placement_by_type.png
Fill, decap, tap and diode cells in grey.
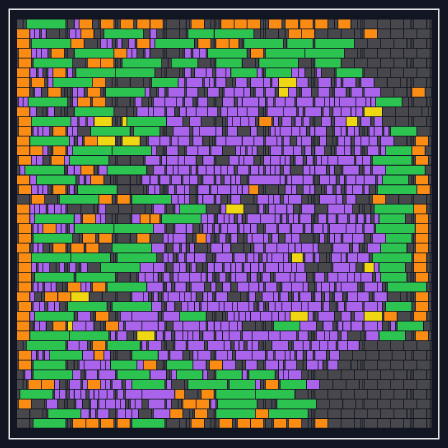
layer_met2.png
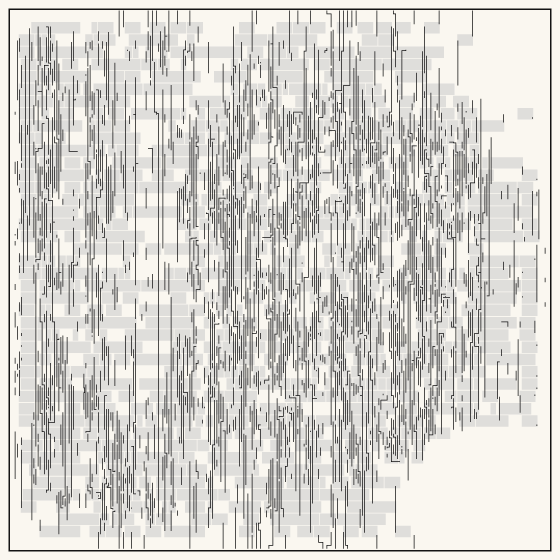
placement.png
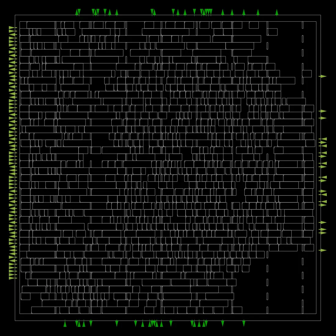
File: src/rtl/mul_pkg.sv
// rtl/mul_pkg.sv - shared types and Booth recoding for the radix-4 multiplier
package mul_pkg;

    typedef enum logic [1:0] {IDLE, BUSY, DONE} mul_state_e;

    typedef enum logic [2:0] {OP_ZERO, OP_ADD1, OP_ADD2, OP_SUB1, OP_SUB2} booth_op_e;

    // Radix-4 Booth recoding of {b[i+1], b[i], b[i-1]}.
    function automatic booth_op_e booth_decode(input logic [2:0] bits);
        booth_op_e op;
        case (bits)
            3'b001, 3'b010: op = OP_ADD1;
            3'b011:         op = OP_ADD2;
            3'b100:         op = OP_SUB2;
            3'b101, 3'b110: op = OP_SUB1;
            default:        op = OP_ZERO;
        endcase
        return op;
    endfunction

endpackage

File: src/rtl/mul_booth4_step.sv
// rtl/mul_booth4_step.sv - one radix-4 Booth step: add/sub into upper half, then shift right by 2
module mul_booth4_step
    import mul_pkg::*;
#(
    parameter int A_W   = 32,
    parameter int ACC_W = A_W + 2 + 34 + 1
) (
    input  logic [ACC_W-1:0] acc_i,
    input  logic [A_W+1:0]   a_ext_i,
    input  logic [2:0]       op_i,
    output logic [ACC_W-1:0] acc_o
);

    localparam int H_W = A_W + 2;
    localparam int L_W = ACC_W - H_W;

    logic [H_W-1:0] addend;
    logic [H_W-1:0] a_x2;
    logic [H_W-1:0] hi_sum;
    logic           acc_unused;

    assign a_x2 = {a_ext_i[H_W-2:0], 1'b0};

    always_comb begin
        addend = '0;
        case (booth_op_e'(op_i))
            OP_ADD1: addend = a_ext_i;
            OP_ADD2: addend = a_x2;
            OP_SUB1: addend = -a_ext_i;
            OP_SUB2: addend = -a_x2;
            default: addend = '0;
        endcase
    end

    // Wrap at H_W bits is exact thanks to the 2-bit sign guard on a_ext_i.
    assign hi_sum     = acc_i[ACC_W-1 -: H_W] + addend;
    assign acc_o      = {{2{hi_sum[H_W-1]}}, hi_sum, acc_i[L_W-1:2]};
    assign acc_unused = ^acc_i[1:0];

endmodule

File: src/rtl/multiply_booth4.sv
// rtl/multiply_booth4.sv - sequential radix-4 Booth multiplier with valid/ready handshake and kill
module multiply_booth4
    import mul_pkg::*;
#(
    parameter int A_W = 32,
    parameter int B_W = 32,
    parameter int O_W = A_W + B_W
) (
    input  logic           clk,
    input  logic           rst_n,
    input  logic           in_valid,
    output logic           in_ready,
    input  logic [A_W-1:0] a,
    input  logic [B_W-1:0] b,
    input  logic           a_signed,
    input  logic           b_signed,
    input  logic           kill,
    output logic           out_valid,
    input  logic           out_ready,
    output logic [O_W-1:0] o,
    output logic           busy
);

    localparam int N_ITER = (B_W + 2) / 2;
    localparam int ACC_W  = (A_W + 2) + 2 * N_ITER + 1;
    localparam int BX_W   = 2 * N_ITER - B_W;
    localparam int CNT_W  = $clog2(N_ITER + 1);
    localparam logic [CNT_W-1:0] LAST = CNT_W'(N_ITER - 1);

    mul_state_e            state_q;
    logic [CNT_W-1:0]      cnt_q;
    logic                  out_valid_q;
    logic                  busy_q;
    logic [A_W+1:0]        a_q;
    logic [ACC_W-1:0]      acc_q;
    logic [ACC_W-1:0]      acc_d;
    logic [2*N_ITER-1:0]   b_ext;
    logic                  accept;
    booth_op_e             op;
    logic                  acc_unused;

    assign in_ready  = (state_q == IDLE) || ((state_q == DONE) && out_ready);
    assign accept    = in_valid && in_ready && !kill;
    assign out_valid = out_valid_q;
    assign busy      = busy_q;
    assign b_ext     = {{BX_W{b_signed & b[B_W-1]}}, b};
    assign op        = booth_decode(acc_q[2:0]);
    assign o         = acc_q[O_W:1];
    assign acc_unused = ^{acc_q[ACC_W-1:O_W+1], acc_q[0]};

    mul_booth4_step #(
        .A_W   (A_W),
        .ACC_W (ACC_W)
    ) u_step (
        .acc_i   (acc_q),
        .a_ext_i (a_q),
        .op_i    (op),
        .acc_o   (acc_d)
    );

    // Datapath is not reset; contents only matter once out_valid is high.
    always_ff @(posedge clk) begin
        if (accept) begin
            a_q   <= {{2{a_signed & a[A_W-1]}}, a};
            acc_q <= {{(A_W + 2){1'b0}}, b_ext, 1'b0};
        end else if (state_q == BUSY) begin
            acc_q <= acc_d;
        end
    end

    always_ff @(posedge clk or negedge rst_n) begin
        if (!rst_n) begin
            state_q     <= IDLE;
            cnt_q       <= '0;
            out_valid_q <= 1'b0;
            busy_q      <= 1'b0;
        end else if (kill) begin
            state_q     <= IDLE;
            cnt_q       <= '0;
            out_valid_q <= 1'b0;
            busy_q      <= 1'b0;
        end else begin
            case (state_q)
                IDLE: begin
                    if (accept) begin
                        state_q <= BUSY;
                        busy_q  <= 1'b1;
                        cnt_q   <= '0;
                    end
                end
                BUSY: begin
                    if (cnt_q == LAST) begin
                        state_q     <= DONE;
                        busy_q      <= 1'b0;
                        out_valid_q <= 1'b1;
                        cnt_q       <= '0;
                    end else begin
                        cnt_q <= cnt_q + CNT_W'(1);
                    end
                end
                DONE: begin
                    if (out_ready) begin
                        out_valid_q <= 1'b0;
                        if (accept) begin
                            state_q <= BUSY;
                            busy_q  <= 1'b1;
                            cnt_q   <= '0;
                        end else begin
                            state_q <= IDLE;
                        end
                    end
                end
                default: state_q <= IDLE;
            endcase
        end
    end

endmodule

File: config.mk
export PLATFORM = sky130hd
export DESIGN_NAME = multiply_booth4
export DESIGN_NICKNAME = d
export VERILOG_FILES = /design/src/rtl/mul_pkg.sv /design/src/rtl/mul_booth4_step.sv /design/src/rtl/multiply_booth4.sv
export SDC_FILE = /design/constraint.sdc
export NUM_CORES = 1
export LEC_CHECK = 0
export CAP_MARGIN = 20
export CORE_MARGIN = 1.5
export CORE_UTILIZATION = 60
export CTS_BUF_LIST = sky130_fd_sc_hd__clkbuf_8
export DETAILED_ROUTE_END_ITERATION = 12
export PLACE_DENSITY = 0.89
export REMOVE_ABC_BUFFERS = 1
export SLEW_MARGIN = 20
export SYNTH_ARGS = -nofsm -noshare
export SYNTH_HDL_FRONTEND = slang
export SYNTH_SLANG_ARGS = --single-unit
export TNS_END_PERCENT = 1
File: constraint.sdc
create_clock -name clk -period 11.45 [get_ports clk]
set_clock_uncertainty 0.15 [all_clocks]
set_input_delay 3.435 -clock clk [delete_from_list [all_inputs] [get_ports clk]]
set_output_delay 3.435 -clock clk [all_outputs]
set_load 0.01 [all_outputs]
==> impl_metrics.toml <==
# flow metrics
[power]
power.density_nw_per_um2 = 303
total_power_uw = 2820
leakage_uw = 0.00372
vdd_drop_max_v = 0.000136

[floorplan]
taps = 176
die_w_um = 120
dieHeight_um = 120
ioPinCount = 138
fp-utilization_pct = 61.5
die_area_um2 = 14300

[hold_path]
hp-class = "reg2reg"
hold_start = "busy"
worstHoldEndpoint = "busy"
min_path_cells = 1

[run]
maxCapViolCount = 0
warning_count = 30

[finish]
final_nets = 1119
ff_latch_area_um2 = 2900
sh_comb_area_pct = 48.5
clkbuf_count = 10
combGateArea_um2 = 4510
layout_top_cell = "nand2_1"
lay_top_cells = "146 x nand2_1, 137 x clkdlybuf4s50_1, 89 x nor2_1"
clkCellAreaFrac_pct = 1.91
buf_share_pct = 15.3
num-nonclk-buffers = 144
largest_class = "logic gates"
fillers = 1063
diodes = 0
multiInputCombCellCount = 725
final_util_pct = 70.2
area_growth_syn_to_layout_pct = 14.1
drive_gt1_share_pct = 3.26
num-nonclk-inverters = 17

[final_timing]
slew_headroom_pct = 33.2
finalMaxSlewViolations = 0
rsz0062_at_grt = "no"
post-route-min-period_ns = 8.23
hold_viol = 0
fin_crit_sh_pct = 71.8
setup_viol = 0
setup_tns_ns = 0
worst_pin_slew_ns = 1.00
max_freq_mhz = 122

[yosys]
yosys_warnings = 0
ys_async_sr_fraction_pct = 8.26
synth-seq-cells = 109
synth_top_area_share_pct = 24.7
largest_area_cell = "edfxtp_1"
synth_cell_types = 59
ys_cells = 967
ff_type = "edfxtp_1"
syn-cell-area_um2 = 8150
logic_family = "simple AND/OR/NAND/NOR gates"
synth.mux.area_fraction_pct = 3.56
synth_chip_area_um2 = 8150
ys_sh_xor_pct = 7.74
adder_share_pct = 6.54
avgSynthCellArea_um2 = 8.42
postSynthCellCount = 967
simple_gate_area_share_pct = 19.8
topCellsByArea = "edfxtp_1 25%, dfxtp_1 8.1%, nand2_1 6.7%"
synth-edff-count = 67
aoi_share_pct = 17.5
postSynthSeqShare_pct = 35.6

[route]
vias_per_cell = 5.96
dr.max_layer_used = "met4"
drc = 0
ant_nets = 0
dr_wl_met3_um = 1630
drt_iter0_markers = 606
num_vias = 7075
met1_length_um = 8260
wire_per_inst_um = 16.2
first_pass_iters = 6
routed_wl_um = 19200
met2WireLength_um = 8950

[critical_path]
crit_path_end_kind = "output pin"
critical-path-slowest-cell = "clkdlybuf4s50_1"
criticalPathCategory = "in2out"
crit_path_end = "in_ready"
start_kind = "input pin"
crit_path_frequent_cell = "clkdlybuf4s50_1"
worstPathArrival_ns = 4.64
worst_setup_path_startpoint = "out_ready"
r2r_slack_ns = 5.70
critPathMaxFanout = 3
reg2reg_from = "acc_q[2]"
slowest_delay_ns = 0.55
path_cells = "clkdlybuf4s50_1, a21o_1, clkdlybuf4s50_1"
r2r_cells = 17
r2r-end = "acc_q[64]"
required_ns = 7.87

[clock_network]
cts_sinks = 109
post_cts_buffers = 0
cts-hold-fix-buffers = 0
cts_tree = "yes"
insertion_delay_ns = 0.40
cts_root_buffer = "clkbuf_8"
numCtsBuffers = 9
path_clk_slew_ns = 0.11
cts_buffer_depth = 2
cts_resized = 0
cts.htree.levels = 3

[global_routing]
grt_pass1_wl_um = 31400
use_met3_pct = 7.89
grt_usage_pct = 27.2
grt_util_met1_pct = 35.7
overflow = 0
use_met2_pct = 43.8
antenna_found_initial = 0
busiest_layer = "met2"
grt_max_degree = 84
grt_pass1_vias = 6531

[place]
port_buffers = 137
dp_hpwl_um = 13700
gp_congestion = 0.978

[outcome]
run_status = "complete, no violations"
-- placement_by_type.png (at the start) --
combinational and other logic: marked purple, cells 742, share of their area 50%. clock drivers and dummy loads: marked yellow, cells 16, share of their area 2.0%. other buffers and delay cells: marked orange, cells 144, share of their area 16%. flops: marked green, cells 109, share of their area 32%.

-- layer_met2.png (at the start) --
The wires run mostly vertical. The layer carries 8950 um of wire.

-- placement.png (at the start) --
Flops: 109
flop share of the area: 31.2%
row cnt: 42
core area: 13200 um^2

==> report_power, final <==
group	total (uW)	leakage, uW	internal [uW]	switching [uW]
Combinational	1880	0.00259	834	1040
Clock	224	0.0000919	85.3	138
Sequential	718	0.00104	590	128
==> through the flow <==
stage / std cells / hold slack (ns) / setup slack (ns) / cell area, um^2
floorplan: 851 / 0.350 / 4.23 / 7460
global placement: 1171 / 0.337 / 3.24 / 9120
detailed placement: 1171 / 0.331 / 3.22 / 9120
CTS: 1187 / 0.361 / 3.22 / 9300
global route: 1187 / 0.379 / 3.17 / 9300
finish: 1187 / 0.355 / 3.22 / 9300
==> cell usage after synthesis (all sizes together), types with 3 or more instances <==
| master | instances |
|---|---|
| edfxtp | 67 |
| nor4 | 3 |
| clkbuf | 48 |
| o31ai | 3 |
| xnor2 | 40 |
| ha | 41 |
| nor3b | 3 |
| buf | 68 |
| o22a | 4 |
| o211ai | 9 |
| inv | 17 |
| nand2b | 4 |
| nor2b | 4 |
| or2 | 5 |
| nand2 | 146 |
| o21ai | 60 |
| a221oi | 8 |
| o221ai | 6 |
| xor2 | 32 |
| o22ai | 6 |
| a21o | 24 |
| a22oi | 15 |
| a211oi | 7 |
| or3 | 12 |
| dfxtp | 33 |
| nand3 | 44 |
| mux2i | 29 |
| and3 | 4 |
| or4 | 5 |
| o21bai | 4 |
| nor3 | 22 |
| nand4 | 9 |
| nor2 | 89 |
| a21oi | 53 |
| a31oi | 10 |
| dfrtp | 9 |
| a221o | 3 |
| o21a | 4 |
| and2 | 4 |
==> registers in the layout, summed over array words and instances, names as in the netlist <==
name       cells
cnt_q          5
acc_q         67
busy           1
a_q           33
out_valid      1
state_q        2
==> critical path: cells and delay by family <==
family,cells,cell delay [ns]
AOI/OAI and AO/OA,1,0.16
buffers and inverters,2,1.05
Power figures rest on the tool's default switching activity, not on a simulated workload.
